[config.mk]
export PLATFORM = sky130hd
export DESIGN_NAME = oflow_buffer_fsm_write_flat
export DESIGN_NICKNAME = d
export VERILOG_FILES = /design/src/rtl/oflow_buf_wr_pkg.sv /design/src/rtl/oflow_buffer_fsm_write_if.sv /design/src/rtl/oflow_buf_wr_frame_cnt.sv /design/src/rtl/oflow_buffer_fsm_write.sv /design/src/flat_wrapper.sv
export SDC_FILE = /design/constraint.sdc
export NUM_CORES = 1
export LEC_CHECK = 0
export CAP_MARGIN = 5
export CORE_UTILIZATION = 54
export CTS_CLUSTER_DIAMETER = 120
export DETAILED_ROUTE_END_ITERATION = 7
export PLACE_DENSITY = 0.89
export SYNTH_ARGS = -nofsm -noshare
export SYNTH_HDL_FRONTEND = slang
export SYNTH_HIERARCHICAL = 1
export SYNTH_SLANG_ARGS = --single-unit
[constraint.sdc]
create_clock -name clk -period 8.9 [get_ports clk]
set_clock_uncertainty 0.1 [all_clocks]
set_input_delay 1.78 -clock clk [delete_from_list [all_inputs] [get_ports clk]]
set_output_delay 1.78 -clock clk [all_outputs]
set_load 0.03 [all_outputs]
[src/rtl/oflow_buf_wr_pkg.sv]
// Shared types and constants for the overflow buffer write responder.
// Optional wr_parity output is enabled by defining OFLOW_BUF_WR_PARITY_EN.
package oflow_buf_wr_pkg;

  localparam int ROW_LEN    = 3;
  localparam int PE_LEN     = 5;
  localparam int PE_NUM     = 24;
  localparam int GROUP_SIZE = 4;
  localparam int DATA_WIDTH = 64;
  localparam int ADDR_WIDTH = 8;
  localparam int NBOX_W     = 8;

  localparam int NUM_GROUPS_PER_ROW = PE_NUM / GROUP_SIZE;

  typedef enum logic [1:0] {
    IDLE  = 2'd0,
    WRITE = 2'd1,
    DONE  = 2'd2
  } wr_state_e;

  function automatic logic [ADDR_WIDTH-1:0] buf_addr(
    input logic [ROW_LEN-1:0] row,
    input logic [PE_LEN-1:0]  pe
  );
    logic [15:0] a;
    a = 16'(row) * 16'(PE_NUM) + 16'(pe) * 16'(GROUP_SIZE);
    return a[ADDR_WIDTH-1:0];
  endfunction

endpackage

[src/rtl/oflow_buffer_fsm_write_if.sv]
// Core request / buffer write bundle for oflow_buffer_fsm_write.
// wr_parity exists only when OFLOW_BUF_WR_PARITY_EN is defined.
interface oflow_buf_wr_if;
  import oflow_buf_wr_pkg::*;

  logic                             ready_from_core;
  logic [ROW_LEN-1:0]               row_sel;
  logic [PE_LEN-1:0]                pe_sel;
  logic [1:0]                       remainder;
  logic [GROUP_SIZE*DATA_WIDTH-1:0] pe_data;
  logic                             wr_en;
  logic [ADDR_WIDTH-1:0]            wr_addr;
  logic [DATA_WIDTH-1:0]            wr_data;
  logic                             done_write_buffer;
`ifdef OFLOW_BUF_WR_PARITY_EN
  logic                             wr_parity;
`endif

  modport master (
    output ready_from_core, row_sel, pe_sel,
    output remainder, pe_data,
    input  wr_en, wr_addr, wr_data,
`ifdef OFLOW_BUF_WR_PARITY_EN
    input  wr_parity,
`endif
    input  done_write_buffer
  );

  modport slave (
    input  ready_from_core, row_sel, pe_sel,
    input  remainder, pe_data,
    output wr_en, wr_addr, wr_data,
`ifdef OFLOW_BUF_WR_PARITY_EN
    output wr_parity,
`endif
    output done_write_buffer
  );

endinterface

[src/rtl/oflow_buf_wr_frame_cnt.sv]
// Per-frame bbox counter: accumulate, compare, saturate on overflow.
// frame_done is registered; ovf is a same-cycle event for the sticky error.
module oflow_buf_wr_frame_cnt
  import oflow_buf_wr_pkg::*;
(
  input  logic              clk,
  input  logic              reset_N,
  input  logic              frame_start,
  input  logic [NBOX_W-1:0] num_of_bbox_in_frame,
  input  logic              add,
  input  logic [2:0]        add_n,
  output logic              frame_done,
  output logic              ovf
);

  logic [NBOX_W-1:0] cnt_q, cnt_d;
  logic [NBOX_W-1:0] cnt_base;
  logic [NBOX_W:0]   sum;
  logic              frame_done_q, frame_done_d;

  // frame_start clears first, so a group finishing alongside it lands in the new frame
  always_comb begin
    cnt_base     = frame_start ? '0 : cnt_q;
    sum          = {1'b0, cnt_base} + (NBOX_W+1)'(add_n);
    cnt_d        = cnt_base;
    frame_done_d = 1'b0;
    ovf          = 1'b0;
    if (add) begin
      if (sum == {1'b0, num_of_bbox_in_frame}) begin
        frame_done_d = 1'b1;
        cnt_d        = '0;
      end else if (sum > {1'b0, num_of_bbox_in_frame}) begin
        ovf   = 1'b1;
        cnt_d = num_of_bbox_in_frame;
      end else begin
        cnt_d = sum[NBOX_W-1:0];
      end
    end
  end

  always_ff @(posedge clk or negedge reset_N) begin
    if (!reset_N) begin
      cnt_q        <= '0;
      frame_done_q <= 1'b0;
    end else begin
      cnt_q        <= cnt_d;
      frame_done_q <= frame_done_d;
    end
  end

  assign frame_done = frame_done_q;

endmodule

[src/rtl/oflow_buffer_fsm_write.sv]
// Buffer-side write responder: captures a PE group and streams it into MEM.
// Define OFLOW_BUF_WR_PARITY_EN to add wr_parity on the write bus.
module oflow_buffer_fsm_write
  import oflow_buf_wr_pkg::*;
(
  input  logic              clk,
  input  logic              reset_N,
  input  logic              frame_start,
  input  logic [NBOX_W-1:0] num_of_bbox_in_frame,
  oflow_buf_wr_if.slave     wr,
  output logic              frame_done,
  output logic              busy,
  output logic              err
);

  wr_state_e             state_q, state_d;
  logic [1:0]            lane_q, lane_d;
  logic [2:0]            n_q, n_d;
  logic [ADDR_WIDTH-1:0] base_q, base_d;
  logic [DATA_WIDTH-1:0] hold_q [GROUP_SIZE];
  logic [DATA_WIDTH-1:0] hold_d [GROUP_SIZE];
  logic                  wr_en_q, wr_en_d;
  logic [ADDR_WIDTH-1:0] wr_addr_q, wr_addr_d;
  logic [DATA_WIDTH-1:0] wr_data_q, wr_data_d;
  logic                  done_q, done_d;
  logic                  err_q, err_d;
  logic                  err_evt;
  logic                  add;
  logic                  ovf;
  logic [1:0]            lane_nx;
  logic [ADDR_WIDTH-1:0] req_addr;

  assign lane_nx  = lane_q + 2'd1;
  assign req_addr = buf_addr(wr.row_sel, wr.pe_sel);

  always_comb begin
    state_d   = state_q;
    lane_d    = lane_q;
    n_d       = n_q;
    base_d    = base_q;
    hold_d    = hold_q;
    wr_en_d   = 1'b0;
    wr_addr_d = '0;
    wr_data_d = '0;
    done_d    = 1'b0;
    add       = 1'b0;
    err_evt   = 1'b0;
    unique case (state_q)
      IDLE: begin
        if (wr.ready_from_core) begin
          if (wr.pe_sel >= PE_LEN'(NUM_GROUPS_PER_ROW)) begin
            err_evt = 1'b1;
          end else begin
            for (int k = 0; k < GROUP_SIZE; k++)
              hold_d[k] = wr.pe_data[k*DATA_WIDTH +: DATA_WIDTH];
            n_d = (wr.remainder != 2'd0)
                ? {1'b0, wr.remainder} : 3'd4;
            base_d    = req_addr;
            lane_d    = 2'd0;
            wr_en_d   = 1'b1;
            wr_addr_d = req_addr;
            wr_data_d = wr.pe_data[DATA_WIDTH-1:0];
            state_d   = WRITE;
          end
        end
      end
      WRITE: begin
        err_evt = wr.ready_from_core;
        if ({1'b0, lane_q} + 3'd1 == n_q) begin
          done_d  = 1'b1;
          add     = 1'b1;
          state_d = DONE;
        end else begin
          lane_d    = lane_nx;
          wr_en_d   = 1'b1;
          wr_addr_d = base_q + ADDR_WIDTH'(lane_nx);
          wr_data_d = hold_q[lane_nx];
        end
      end
      DONE: begin
        err_evt = wr.ready_from_core;
        state_d = IDLE;
      end
      default: state_d = IDLE;
    endcase
    err_d = (frame_start ? 1'b0 : err_q) | err_evt | ovf;
  end

  always_ff @(posedge clk or negedge reset_N) begin
    if (!reset_N) begin
      state_q   <= IDLE;
      lane_q    <= '0;
      n_q       <= '0;
      base_q    <= '0;
      hold_q    <= '{default: '0};
      wr_en_q   <= 1'b0;
      wr_addr_q <= '0;
      wr_data_q <= '0;
      done_q    <= 1'b0;
      err_q     <= 1'b0;
    end else begin
      state_q   <= state_d;
      lane_q    <= lane_d;
      n_q       <= n_d;
      base_q    <= base_d;
      hold_q    <= hold_d;
      wr_en_q   <= wr_en_d;
      wr_addr_q <= wr_addr_d;
      wr_data_q <= wr_data_d;
      done_q    <= done_d;
      err_q     <= err_d;
    end
  end

  oflow_buf_wr_frame_cnt u_frame_cnt (
    .clk                  (clk),
    .reset_N              (reset_N),
    .frame_start          (frame_start),
    .num_of_bbox_in_frame (num_of_bbox_in_frame),
    .add                  (add),
    .add_n                (n_q),
    .frame_done           (frame_done),
    .ovf                  (ovf)
  );

`ifdef OFLOW_BUF_WR_PARITY_EN
  logic par_q, par_d;

  assign par_d = wr_en_d & (^wr_data_d);

  always_ff @(posedge clk or negedge reset_N) begin
    if (!reset_N) par_q <= 1'b0;
    else          par_q <= par_d;
  end

  assign wr.wr_parity = par_q;
`endif

  assign wr.wr_en             = wr_en_q;
  assign wr.wr_addr           = wr_addr_q;
  assign wr.wr_data           = wr_data_q;
  assign wr.done_write_buffer = done_q;
  assign busy                 = (state_q != IDLE);
  assign err                  = err_q;

endmodule

[src/flat_wrapper.sv]
// flat-port wrapper written by rule: the top's interface ports become plain ports
module oflow_buffer_fsm_write_flat import oflow_buf_wr_pkg::*;
  (clk, reset_N, frame_start, num_of_bbox_in_frame, frame_done, busy, err, wr_ready_from_core, wr_row_sel, wr_pe_sel, wr_remainder, wr_pe_data, wr_wr_en, wr_wr_addr, wr_wr_data, wr_done_write_buffer);
  oflow_buf_wr_if wr_i ();
  input  logic clk;
  input  logic reset_N;
  input  logic frame_start;
  input  logic [NBOX_W-1:0] num_of_bbox_in_frame;
  output logic frame_done;
  output logic busy;
  output logic err;
  input wire logic [$bits(wr_i.ready_from_core)-1:0] wr_ready_from_core;
  input wire logic [$bits(wr_i.row_sel)-1:0] wr_row_sel;
  input wire logic [$bits(wr_i.pe_sel)-1:0] wr_pe_sel;
  input wire logic [$bits(wr_i.remainder)-1:0] wr_remainder;
  input wire logic [$bits(wr_i.pe_data)-1:0] wr_pe_data;
  output wire logic [$bits(wr_i.wr_en)-1:0] wr_wr_en;
  output wire logic [$bits(wr_i.wr_addr)-1:0] wr_wr_addr;
  output wire logic [$bits(wr_i.wr_data)-1:0] wr_wr_data;
  output wire logic [$bits(wr_i.done_write_buffer)-1:0] wr_done_write_buffer;
  assign wr_i.ready_from_core = wr_ready_from_core;
  assign wr_i.row_sel = wr_row_sel;
  assign wr_i.pe_sel = wr_pe_sel;
  assign wr_i.remainder = wr_remainder;
  assign wr_i.pe_data = wr_pe_data;
  assign wr_wr_en = wr_i.wr_en;
  assign wr_wr_addr = wr_i.wr_addr;
  assign wr_wr_data = wr_i.wr_data;
  assign wr_done_write_buffer = wr_i.done_write_buffer;
  oflow_buffer_fsm_write u_core (.clk(clk), .reset_N(reset_N), .frame_start(frame_start), .num_of_bbox_in_frame(num_of_bbox_in_frame), .wr(wr_i), .frame_done(frame_done), .busy(busy), .err(err));
endmodule
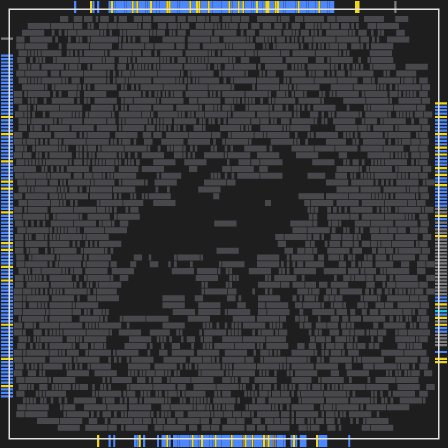
Run 1: pin map
Pins as bars across the die edge, other pins in grey.
legend:
  cyan:
    port: err
    pins: 1
    direction: output
    edge: right
  blue:
    port: wr_pe_data
    pins: 256
    direction: input
    edge: 88 left, 81 top, 56 bottom, 31 right
  yellow:
    port: wr_wr_data
    pins: 64
    direction: output
    edge: 23 top, 15 right, 13 bottom, 13 left
all pins by edge: 105 top, 102 left, 75 right, 73 bottom

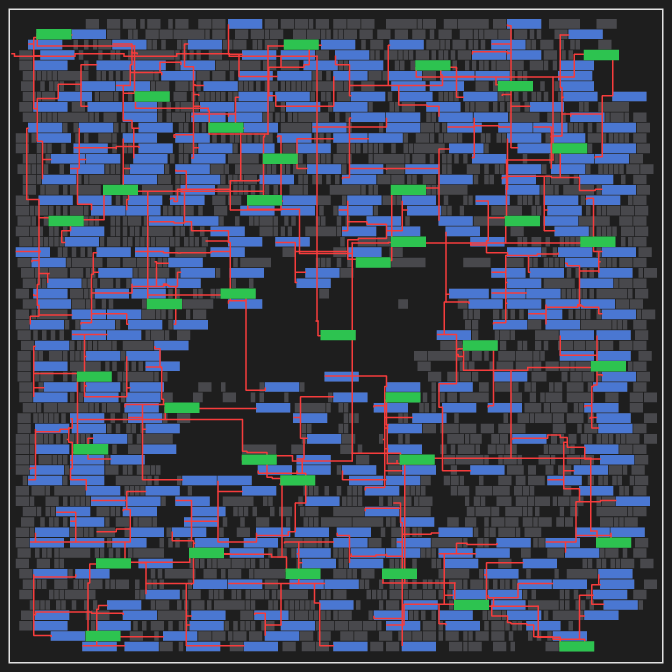
Run 1: routed clock nets over the placement
legend:
  green:
    item: clock drivers
    count: 37
  red:
    item: clock wires
    length: 4100 µm
  blue:
    item: flip-flops
    count: 353
flops lie: widely spread

==> flow_summary.ini, run 1 <==
; flow metrics
[critical_path]
crit_fanout = 12
crit_family = simple AND/OR/NAND/NOR gates
cp-start-kind = primary input
cp.arrival_ps = 5450
cp.depth = 17
crit_required_ps = 9200

[min_path]
hold_class = register to register
hold_path_depth = 2

[yosys]
synth_chip_area_um2 = 15400
syn-num-nets = 1885
ys_warn_count = 6
ys.flops = 353
ys_seq_share_pct = 57.3

[pwr]
power.leakage_nw = 10.1
powerDensity_nw_per_um2 = 308
ir_drop_mv = 0.171

[final_timing]
setup_slack_ps = 3750
rsz0062_at_grt = no

[clocking]
cts_made_buffers = 37
cts-htree-levels = 2
clk_latency_ps = 520
cts_tree = built
cts_resized = 0

[die]
chip_area_um2 = 29200
die_x_um = 171

[routing]
drcViolationCount = 0
drtIter0Drc = 983

[final_layout]
areaGrowthSynthToFinish_pct = 31.8
fillers = 1906
lay_top_count = nand2_1
layout_top_cells = 926 x nand2_1, 353 x clkdlybuf4s50_1, 352 x dfrtp_1, 64 x mux4_2, 39 x clkbuf_16

[outcome]
status = finished, final reports clean

[run]
max_cap_violations = 0
warnings = 39

[global_routing]
grt_pass1_wl_um = 65000
grt_max_degree = 171
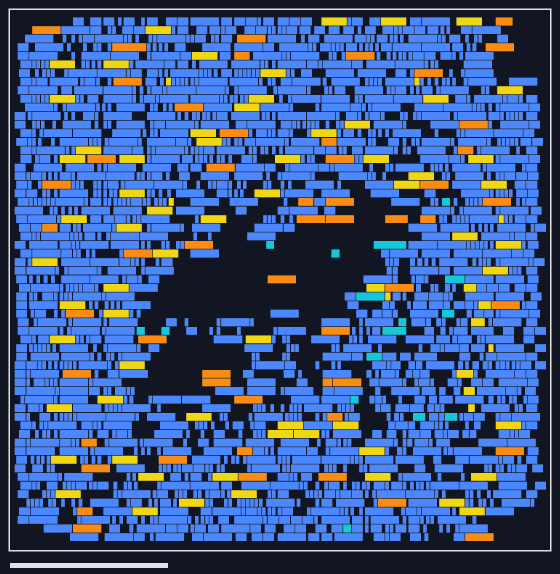
Run 1: cell sizes after repair
The bar under the picture is 50 µm long.
legend:
  cyan:
    size: _3 and _4 cells
    cells: 16
  orange:
    size: _6 and larger
    cells: 53
  blue:
    size: _0 and _1 cells
    cells: 1783
  yellow:
    size: _2 cells
    cells: 77

run 1: tightest hold or removal path, delay by kind of cell (launching register included):
kind | cells | cell delay (ps)
AND/OR/NAND/NOR | 2 | 100
flip-flops | 1 | 340
run 1: final timing paths:
path                                   startpoint               endpoint  slack, ps
worst max-delay path                  frame_start             u_core/err       3750
worst min-delay path            u_core/hold_q[98]      u_core/hold_q[98]        370
worst max register to register   u_core/lane_q[0]       u_core/lane_q[1]       5000
worst min register to register  u_core/hold_q[98]      u_core/hold_q[98]        370
max in group asynchronous                 reset_N     u_core/hold_q[138]       5980
min in group asynchronous                 reset_N  u_core/wr.wr_data[40]       1210
run 1: routing by layer:
metal,routed length (µm),share of wire [%],GRT usage (%)
met1,15400,37,35.0
met5,0,0,0
met2,20200,49,46.9
met3,3390,8.2,7.06
met4,2300,5.6,17.0
run 1: registers in the layout, summed over array words and instances (netlist names), 2 cells and up:
name / cells
u_core/hold_q: 256
u_core/wr.wr_data: 64
u_core/u_frame_cnt/cnt_q: 8
u_core/wr.wr_addr: 8
u_core/base_q: 6
u_core/n_q: 3
u_core/lane_q: 2
u_core/state_q: 2
run 1: synth_stat cells (all sizes together), types with 2 or more instances:
cell	instances	area share (%)
mux2	2	0.15
and3	3	0.12
mux2i	8	0.52
xor2	5	0.33
dfrtp	353	57
clkbuf	16	0.39
xnor2	8	0.45
nand2	928	23
nor2b	8	0.37
o2bb2ai	2	0.11
fa	3	0.39
nand3	7	0.26
a21oi	7	0.23
nand4	2	0.081
o21a	2	0.097
o22ai	2	0.081
buf	66	2.7
ha	22	1.8
inv	23	0.56
nor2	15	0.37
a22o	2	0.11
nand2b	3	0.12
o21ai	18	0.58
mux4	64	9.4
a211oi	3	0.18
run 1: cell type report:
class                      count  area [µm²]  area share (%)
antenna                        8        20.0          0.0986
inverter                      23        86.3           0.425
tap                          378         473            2.33
sequential                   353        8840            43.5
timing repair buffer         362        3620            17.8
multi-input combinational   1124        6050            29.8
clock buffer                  58        1150            5.65
clock inverter                 9        76.3           0.376
run 1: power by group:
group          switching [mW]  leakage, nW  internal [mW]
Combinational            1.09         5.02          0.952
Sequential              0.397         4.51           2.29
Clock                   0.618        0.605          0.916
Total                    2.10         10.1           4.15
run 1: through the flow:
step,cell area [µm²],instances,utilization [%]
global route,20300,2313,72.7
CTS,20300,2307,72.6
global placement,19100,2240,68.2
floorplan,15400,1582,-
detailed placement,19100,2240,68.2
finish,20300,2315,72.7
run 1: cells by family after synthesis:
| group | Yosys count | synth area share [%] |
|---|---|---|
| AND/OR/NAND/NOR | 969 | 24.2 |
| flip-flops | 353 | 57.3 |
| buffers and inverters | 105 | 3.61 |
| multiplexers | 74 | 10.0 |
| AND-OR/OR-AND | 43 | 1.91 |
| adder cells (fa/ha/maj) | 25 | 2.18 |
| XOR/XNOR | 13 | 0.788 |
==> run 2, diff against run 1 <==
CORE_UTILIZATION = 51   (was 54)
PLACE_DENSITY = 0.85   (was 0.89)
clock period = 5 ns   (was 8.9 ns; I/O delays follow)
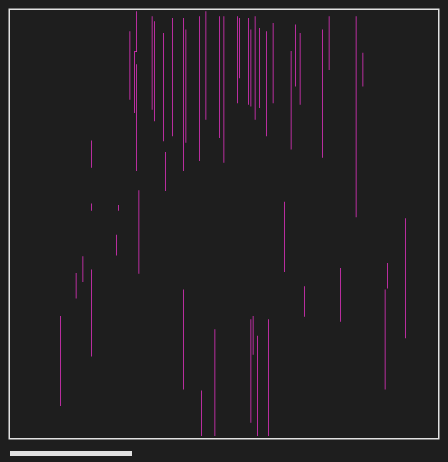
Run 2: the metal 4 layer
The bar under the picture is 50 µm long.
share of all routed wire: 4.3%
nets with wire on the layer: 42
wire length on this layer: 1730 µm

==> flow_summary.ini, run 2 <==
; flow metrics
[outcome]
status = finished, final reports clean

[run]
warnings = 39
max_cap_violations = 0

[yosys]
ys_warn_count = 6
top_cell = nand2_1
syn-num-nets = 1885
synth_chip_area_um2 = 15400
yosysTopAreaCellShare_pct = 57.3
yosysTopAreaCell = dfrtp_1
topCellsByArea = dfrtp_1 57%, nand2_1 23%, mux4_2 9.4%, ha_1 1.8%, buf_4 1.3%
ys_seq_share_pct = 57.3
synth.cell_area_um2 = 15400
synth.top_cells.by_count = 926 x nand2_1, 353 x dfrtp_1, 64 x mux4_2
ys.flops = 353

[min_path]
hold_class = register to register
hold_path_depth = 2

[clocking]
cts_resized = 0
root_buffer = clkbuf_16
clk_latency_ps = 510
cts_tree = built
cts_sinks = 353
cts-htree-levels = 2
cts_made_buffers = 38

[placed_design]
place_congestion = 0.880

[pwr]
ir_drop_mv = 0.385
powerDensity_nw_per_um2 = 544
power.leakage_nw = 10.2

[final_layout]
areaGrowthSynthToFinish_pct = 32.7
largest_reg_flops = 256
layout_top_cells = 926 x nand2_1, 353 x clkdlybuf4s50_1, 352 x dfrtp_1, 64 x mux4_2, 38 x clkbuf_16
utilization_pct = 68.8
largest_register = u_core/hold_q
lay_top_count = nand2_1

[die]
chip_area_um2 = 30900
die_x_um = 176

[critical_path]
crit_fanout = 10
cpMaxStageDelayCell = clkdlybuf4s50_1
path_cells = clkdlybuf4s50_1 -> nor2b_1 -> ha_1 -> inv_1 -> fa_1 -> nor2b_4 -> o21ai_0 -> xor2_1 -> nor2_1 -> ha_1 -> a211oi_1 -> o21ai_0 -> o221ai_1 -> nand2_4 -> nor2b_1 -> a21oi_1 -> nand2_1
cp.arrival_ps = 4350
cp-start-kind = primary input
cp.depth = 17
crit_required_ps = 5280
crit_family = adder cells

[final_timing]
rsz0062_at_grt = no

[global_routing]
antenna_found_initial = 3
grt_overflow = 0
grt_pass1_wl_um = 64200
grt_max_degree = 132

[routing]
drcViolationCount = 0
drtIter0Drc = 783
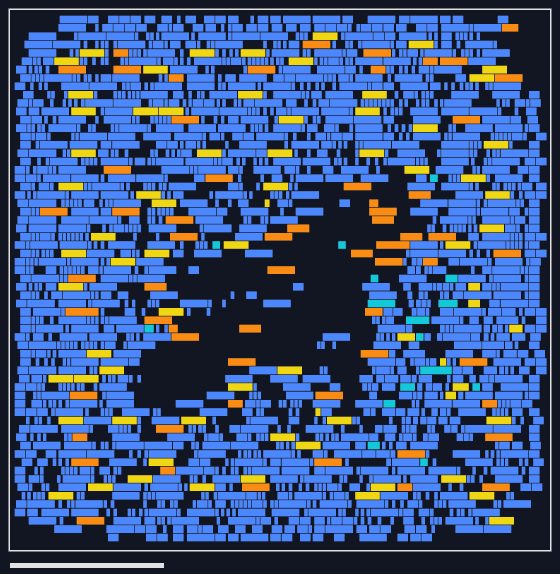
Run 2: cell sizes after repair
The bar under the picture is 50 µm long.
legend:
  orange:
    size: _6 and larger
    cells: 61
  yellow:
    size: _2 cells
    cells: 73
  blue:
    size: _0 and _1 cells
    cells: 1785
  cyan:
    size: _3 and _4 cells
    cells: 16

run 2: worst reg2reg max path: stages (launching register included):
cell and delay [ps]:
dfrtp_1 330, nor2b_1 220, ha_1 230, inv_1 70
fa_1 430, nor2b_4 150, o21ai_0 100, xor2_1 150
nor2_1 140, ha_1 280, a211oi_1 210, o21ai_0 120
o221ai_1 250, nand2_4 190, nor2b_1 170, a21oi_1 110
nand2_1 60
run 2: area by class of cell:
class,count,area (µm²)
timing repair buffer,368,3740
fill,2217,9270
tap,390,488
sequential,353,8840
multi-input combinational,1124,6050
clock inverter,8,113
inverter,23,86.3
clock buffer,59,1130
antenna,2,5.00
run 2: final timing paths:
| kind | start | endpoint | slack (ps) |
|---|---|---|---|
| setup / recovery | frame_start | u_core/err | 930 |
| hold / removal | u_core/hold_q[2] | u_core/hold_q[2] | 370 |
| setup reg to reg | u_core/u_frame_cnt/cnt_q[0] | u_core/err | 1530 |
| hold reg to reg | u_core/hold_q[2] | u_core/hold_q[2] | 370 |
| max in group asynchronous | reset_N | u_core/wr.wr_data[11] | 3330 |
| min in group asynchronous | reset_N | u_core/wr.wr_data[41] | 500 |
run 2: power by group:
part / leakage (nW) / switching (mW) / internal [mW]
clock: 0.609 / 1.12 / 1.66
combinational: 5.08 / 1.90 / 1.71
sequential: 4.51 / 0.680 / 4.07
total: 10.2 / 3.70 / 7.44
run 2: kinds of logic (layout without fill, tap and decap cells):
kind of cell / after synthesis / after routing / synth area share (%)
muxes: 74 / 74 / 10.0
adders and majority gates: 25 / 25 / 2.18
other: 0 / 2 / 0
xor gates and xnor gates: 13 / 13 / 0.788
AOI/OAI and AO/OA: 43 / 43 / 1.91
and+or+nand+nor: 969 / 969 / 24.2
buffers and inverters: 105 / 458 / 3.61
DFF: 353 / 353 / 57.3
run 2: metal layers:
metal  GRT usage [%]  vias to the layer above  wire [µm]
li1                -                     5652          -
met1            34.4                     5906      16100
met2            43.0                      427      19400
met3            5.24                      109       2640
met4            12.3                        2       1730
met5               0                        -         11
run 2: stage by stage:
| step | power [mW] | cells | cell area (µm²) | worst slack, ps | hold WS, ps |
|---|---|---|---|---|---|
| finish | 11.1 | 2327 | 20400 | 932 | 370 |
| detailed placement | 8.39 | 2258 | 19200 | 466 | 357 |
| global placement | 8.16 | 2258 | 19200 | 521 | 352 |
| global route | 11.8 | 2326 | 20400 | 682 | 391 |
| floorplan | 7.03 | 1582 | 15400 | 1120 | 340 |
| CTS | 11.2 | 2325 | 20400 | 971 | 370 |
==> run 3, diff against run 2 <==
clock period = 4 ns   (was 5 ns; I/O delays follow)
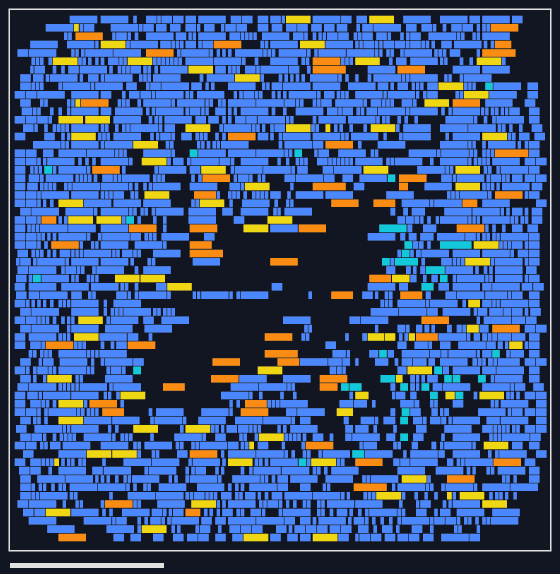
Run 3: cell sizes after repair
The bar under the picture is 50 µm long.
legend:
  blue:
    size: _0 and _1 cells
    cells: 1778
  orange:
    size: _6 and larger
    cells: 62
  cyan:
    size: _3 and _4 cells
    cells: 35
  yellow:
    size: _2 cells
    cells: 82

==> flow_summary.ini, run 3 <==
; flow metrics
[final_layout]
register_area_um2 = 8840
largest_register = u_core/hold_q
lay_top_count = nand2_1
drive_above_1_share_pct = 9.15
fillers = 2073
final_area_um2 = 20700
areaGrowthSynthToFinish_pct = 34.6
layout_top_cells = 926 x nand2_1, 353 x clkdlybuf4s50_1, 352 x dfrtp_1, 64 x mux4_2, 38 x clkbuf_16
combGateArea_um2 = 6070
largest_reg_flops = 256

[clocking]
clk_latency_ps = 510
cts-htree-levels = 2
cts_made_buffers = 37
cts_tree = built
cts_sinks = 353
root_buffer = clkbuf_16

[yosys]
ys_warn_count = 6
topCellsByArea = dfrtp_1 57%, nand2_1 23%, mux4_2 9.4%, ha_1 1.8%, buf_4 1.3%
top_cell = nand2_1
ff_type = dfrtp_1
synth.top_cells.by_count = 926 x nand2_1, 353 x dfrtp_1, 64 x mux4_2
synth_chip_area_um2 = 15400
syn-num-nets = 1885
yosysTopAreaCell = dfrtp_1
ys.flops = 353
ys_seq_share_pct = 57.3
synth.cell_area_um2 = 15400
yosysTopAreaCellShare_pct = 57.3

[routing]
drtIter0Drc = 916
routed_via_density = 5.29
drcViolationCount = 0
routed_wl_um = 41500

[critical_path]
cpMaxStageDelayCell = clkdlybuf4s50_1
crit_family = AND-OR/OR-AND gates
cp.depth = 15
timing.rr.end = u_core/u_frame_cnt/cnt_q[6]
rr_startpoint = u_core/u_frame_cnt/cnt_q[0]
cp-startpoint = frame_start
crit_end = u_core/u_frame_cnt/cnt_q[6]
r2r_slack_ps = 750
crit_required_ps = 4280
crit_fanout = 5
cp-start-kind = primary input
cp.arrival_ps = 3960
path_cells = clkdlybuf4s50_1 -> buf_4 -> nand2b_1 -> fa_2 -> nor2b_4 -> o21ai_0 -> xor2_1 -> nor2_1 -> ha_1 -> a211oi_2 -> o21ai_1 -> o221ai_2 -> nand2_2 -> mux2i_1 -> o21ai_0

[die]
chip_area_um2 = 30900
coreArea_um2 = 29700
die_x_um = 176
die.size.y_um = 176

[placed_design]
port_buffers = 354
dp_slack_ps = -285
place_area_um2 = 19400
place_congestion = 0.874

[final_timing]
rsz0062_at_grt = no
setup_slack_ps = 321
fin_tns_setup_ps = 0
hold_viol_final = 0
whs_ps = 239

[min_path]
hold_class = primary input to async pin

[global_routing]
grt_overflow = 0
antenna_found_initial = 3
grt_pass1_wl_um = 66600
grt_max_degree = 147

[outcome]
status = finished, final reports clean

[run]
max_cap_violations = 0
warnings = 34

[pwr]
finalPower_mw = 14.2
ir_drop_mv = 0.406
power.leakage_nw = 10.4
powerDensity_nw_per_um2 = 685
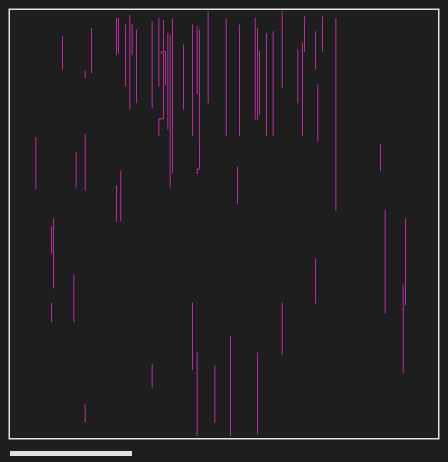
Run 3: the metal 4 layer
The bar under the picture is 50 µm long.
main direction: vertical
share of all routed wire: 4.1%
longest straight run: 78.9 µm

run 3: netlist changes by cell type in the layout (fill, tap and decap cells not counted), sizes merged, moves of 2 or more:
cell,delta
clkbuf,-10
bufinv,+5
clkinv,+3
buf,+22
clkinvlp,+2
run 3: cell families (layout without fill, tap and decap cells):
group | count (synthesis) | in the layout | synth area share [%]
and+or+nand+nor | 969 | 970 | 24.2
DFF | 353 | 353 | 57.3
buffers and inverters | 105 | 479 | 3.61
muxes | 74 | 74 | 10.0
AOI/OAI and AO/OA | 43 | 43 | 1.91
adders and majority gates | 25 | 25 | 2.18
xor gates and xnor gates | 13 | 13 | 0.788
other | 0 | 2 | 0
run 3: per-layer routing:
layer  share of wire (%)  vias up  wire [µm]  GRT usage (%)
li1                    -     5698          -              -
met1                  40     6072      16600           35.3
met2                  49      527      20500           45.6
met3                 6.7      125       2790           5.43
met4                 4.1        2       1700           11.9
met5               0.031        -         13              0
run 3: area by class of cell:
class	instances	area share, %
inverter	23	0.416
multi-input combinational	1125	29.3
timing repair buffer	390	19.1
sequential	353	42.6
tap	390	2.35
clock inverter	17	1.35
clock buffer	49	4.93
antenna	2	0.0241
run 3: what timing repair did:
item | CTS | global route
setup endpoints to repair | 0 | 9
buffers inserted | 0 | 0
hold buffers | 0 | 0
resized | 0 | 5
run 3: worst min-delay path by stage:
stage                           start                    end  cells past startpoint
global route                  reset_N     u_core/hold_q[175]                      1
CTS                           reset_N  u_core/wr.wr_data[42]                      1
global placement    u_core/hold_q[56]      u_core/hold_q[56]                      2
floorplan            u_core/hold_q[0]       u_core/hold_q[0]                      2
finish                        reset_N  u_core/wr.wr_data[42]                      1
detailed placement  u_core/hold_q[13]      u_core/hold_q[13]                      2
run 3: per-stage QoR:
step / std cells / util, %
finish: 2349 / 69.8
global route: 2349 / 69.8
CTS: 2346 / 69.7
detailed placement: 2280 / 65.3
global placement: 2280 / 65.3
floorplan: 1582 / -
run 3: worst reg2reg max path, stage by stage (launching register included):
cell and delay [ps]:
dfrtp_1 320, nor2b_2 160, ha_1 180, inv_1 60, fa_2 370, nor2b_4 130, o21ai_0 100, xor2_1 150
nor2_1 170, ha_1 290, a211oi_2 200, o21ai_1 110, o221ai_2 300, nand2_2 210, mux2i_1 200, o21ai_0 90
run 3: where the power goes:
group,internal (mW),total (mW),switching [mW],leakage (nW)
clock,2.26,3.64,1.38,0.633
sequential,5.09,5.92,0.835,4.51
combinational,2.17,4.64,2.47,5.21
total,9.52,14.2,4.68,10.3
Power figures rest on the tool's default switching activity, not on a simulated workload.
